**Clock wires, drivers and flops**

The bar under the picture is 10 um long.
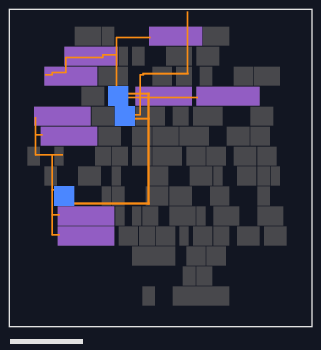
**Selected gate families**

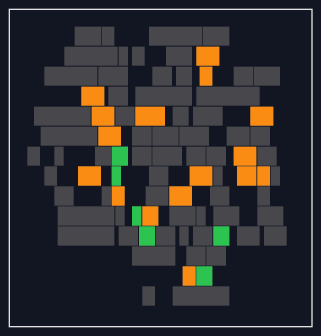
**M2 wires**

Cells faint in the background.
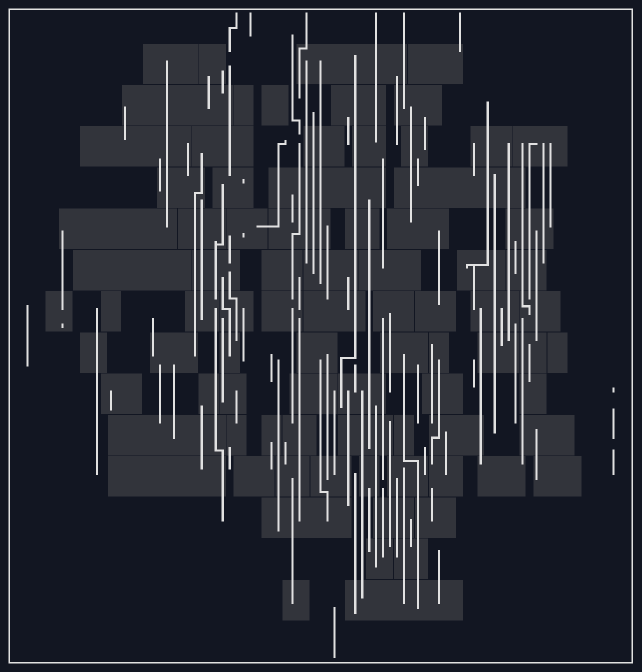
### config.mk
export PLATFORM = sky130hd
export DESIGN_NAME = arbiter_4way
export DESIGN_NICKNAME = d
export VERILOG_FILES = /design/src/rtl/arbiter_4way.sv
export SDC_FILE = /design/constraint.sdc
export NUM_CORES = 1
export LEC_CHECK = 0
export CAP_MARGIN = 0
export CORE_AREA = 2 2 39 41
export DETAILED_ROUTE_END_ITERATION = 6
export DIE_AREA = 0 0 41 43
export PLACE_DENSITY = 0.76
export SETUP_SLACK_MARGIN = 0.2
export SYNTH_ARGS = -nofsm -noshare
export SYNTH_HDL_FRONTEND = slang
export SYNTH_SLANG_ARGS = --single-unit
export TNS_END_PERCENT = 20
### constraint.sdc
create_clock -name clk -period 1.32 [get_ports clk]
set_input_delay 0.33 -clock clk [delete_from_list [all_inputs] [get_ports clk]]
set_output_delay 0.33 -clock clk [all_outputs]
set_load 0.005 [all_outputs]
### src/rtl/arbiter_4way.sv
// Four-way round-robin arbiter with registered one-hot grant and a Mux4Way select.
// Optional per-holder grant quantum enabled by defining ARB4_QUANTUM_EN.
module arbiter_4way #(
  parameter int unsigned QUANTUM = 4
) (
  input  logic       clk,
  input  logic       reset,
  input  logic [3:0] req,
  output logic [3:0] gnt,
  output logic [1:0] sel,
  output logic       busy
);

  // Handshake: req[i] is a level request; gnt is registered, so req sampled at
  // edge N shows up on gnt/sel/busy only after edge N. A holder keeps the grant
  // while its req stays high; dropping req releases it at the next edge.

  typedef enum logic {IDLE, GRANT} state_t;

  state_t     state;
  logic [1:0] ptr;
  logic [1:0] next_idx;
  logic [3:0] others;
  logic       do_grant;
  logic       go_idle;

  // First asserted requester searching upward from start, wrapping 3->0.
  function automatic logic [1:0] rr_pick(input logic [3:0] r, input logic [1:0] start);
    logic [1:0] idx;
    rr_pick = start;
    for (int k = 3; k >= 0; k--) begin
      idx = start + 2'(k);
      if (r[idx]) rr_pick = idx;
    end
  endfunction

  // ptr always holds the current/last holder, so one search origin serves all cases.
  assign next_idx = rr_pick(req, ptr + 2'd1);
  assign others   = req & ~gnt;

`ifdef ARB4_QUANTUM_EN
  localparam logic [3:0] QUANTUM_W = 4'(QUANTUM);

  logic [3:0] cnt;
  logic       quantum_hit;

  assign quantum_hit = (cnt == QUANTUM_W);
`endif

  always_comb begin
    do_grant = 1'b0;
    go_idle  = 1'b0;
    case (state)
      IDLE: do_grant = |req;
      GRANT: begin
        if (!req[ptr]) begin
          do_grant = |req;
          go_idle  = ~|req;
        end
`ifdef ARB4_QUANTUM_EN
        else if (quantum_hit && |others) begin
          do_grant = 1'b1;
        end
`endif
      end
      default: go_idle = 1'b1;
    endcase
  end

  always_ff @(posedge clk) begin
    if (reset) begin
      state <= IDLE;
      gnt   <= 4'b0000;
      busy  <= 1'b0;
      ptr   <= 2'd3;
      sel   <= 2'd0;
    end else if (do_grant) begin
      state <= GRANT;
      gnt   <= 4'b0001 << next_idx;
      busy  <= 1'b1;
      ptr   <= next_idx;
      sel   <= next_idx;
    end else if (go_idle) begin
      state <= IDLE;
      gnt   <= 4'b0000;
      busy  <= 1'b0;
    end
  end

`ifdef ARB4_QUANTUM_EN
  // Count granted cycles; a full quantum with no contender restarts the count.
  always_ff @(posedge clk) begin
    if (reset || go_idle) begin
      cnt <= 4'd0;
    end else if (do_grant) begin
      cnt <= 4'd1;
    end else if (state == GRANT) begin
      cnt <= quantum_hit ? 4'd1 : cnt + 4'd1;
    end
  end
`else
  logic unused_others;
  assign unused_others = ^others;
`endif

endmodule

==> results_slide.txt <==
Implementation Results

Clock tree
  • TritonCTS clock tree: built
  • Clock tree sinks: 9
  • Clock buffers created by TritonCTS: 3

Logic synthesis
  • Post-synthesis adder-cell area fraction: 0%

Power
  • Logic pwr share: 39.4%
  • Clk network pwr share: 22.8%
  • Internal power: 636 uW

Floorplan
  • Init Core Util: 35.7%
  • Tap Cells: 16

Worst hold path
  • Worst hold start: gnt[3]$_SDFFE_PP0P_

Status
  • Failing checks: setup timing
  • Outcome: finished, violations left

Setup path
  • Worst flop-to-flop path startpoint: ptr[1]$_SDFFE_PP1P_
  • Most prevalent standard cell on the critical path: sky130_fd_sc_hd__buf_4
  • Arr. time, crit path: 1.49 ns
  • Critical Path, Cell by Cell: dlygate4sd2_1 > buf_4 > a21oi_1 > o221ai_1 > buf_4 > nor2_4 > o21bai_2

Finish
  • Count of non-CTS inverters in the layout: 3
  • Top logic cells by instance count in the layout: 14 x sky130_fd_sc_hd__buf_4, 5 x sky130_fd_sc_hd__o2bb2ai_1, 5 x sky130_fd_sc_hd__dfxtp_2
  • Sequential share of cell area: 24.4%

GRT
  • Initial antenna violation count: 0
  • Met3 capacity usage during global routing: 4.71%

Final timing
  • Worst setup slack after layout: -0.0185 ns
  • Final hold violation count: 0
  • Endpoints failing setup: 6

Detailed routing
  • Number of vias per cell: 5.10
## Picture notes: 'clock wires, drivers and flops'
legend:
  flip-flops:
    colour: purple
    count: 9
  clock wires:
    colour: orange
    length: 120 um
  clock drivers:
    colour: blue
    count: 3
routed clock nets: 4

## Picture notes: 'selected gate families'
legend:
  nand cells:
    colour: green
    cells: 6
    most_used: nand2b_1
  aoi and oai cells:
    colour: orange
    cells: 16
    most_used: o2bb2ai_1
share of cell area taken by multi-input logic gates: 40.4%
most frequent logic cell in the layout: sky130_fd_sc_hd__buf_4
non-filler cells, final: 100

## Picture notes: 'M2 wires'
longest straight run: 19.9 um
wire length on this layer: 642 um
main direction: vertical
post-detailed-routing wire length: 1.22 mm
met2 track utilization from global routing: 26.3%

state kept, by name, summed over array words and instances, names as in the netlist:
signal and flops:
state 1, gnt 4, ptr 2, sel 2
power by group through the flow:
stage	clock (mW)	sequential, mW	combinational (mW)
finish	0.209	0.347	0.361
global route	0.234	0.350	0.397
CTS	0.209	0.346	0.363
detailed placement	0	0.348	0.354
global placement	0	0.347	0.349
floorplan	0	0.344	0.191
per-layer routing:
| metal | share of wire [%] | wire length, um |
|---|---|---|
| met1 | 43 | 529 |
| met5 | 0 | 0 |
| met2 | 52 | 641 |
| met4 | 1.1 | 14 |
| met3 | 3.0 | 37 |
Yosys cell counts:
master	number
sky130_fd_sc_hd__dfxtp_1	9
sky130_fd_sc_hd__nor2_1	5
sky130_fd_sc_hd__o2bb2ai_1	5
sky130_fd_sc_hd__nand2b_1	4
sky130_fd_sc_hd__a21oi_1	3
sky130_fd_sc_hd__inv_1	3
sky130_fd_sc_hd__mux2i_1	3
sky130_fd_sc_hd__buf_6	2
sky130_fd_sc_hd__nand2_1	2
sky130_fd_sc_hd__nor2b_1	2
sky130_fd_sc_hd__a211oi_1	1
sky130_fd_sc_hd__a21o_1	1
sky130_fd_sc_hd__a221o_1	1
sky130_fd_sc_hd__a221oi_1	1
sky130_fd_sc_hd__a2bb2oi_1	1
sky130_fd_sc_hd__nor2_2	1
sky130_fd_sc_hd__nor3_1	1
sky130_fd_sc_hd__nor3_2	1
sky130_fd_sc_hd__nor4_2	1
sky130_fd_sc_hd__o21ai_0	1
sky130_fd_sc_hd__o21ai_1	1
sky130_fd_sc_hd__o21bai_2	1
sky130_fd_sc_hd__o221ai_1	1
sky130_fd_sc_hd__o22ai_1	1
sky130_fd_sc_hd__or2_1	1
sky130_fd_sc_hd__xnor2_1	1
Power is estimated from default activity; no workload was simulated.
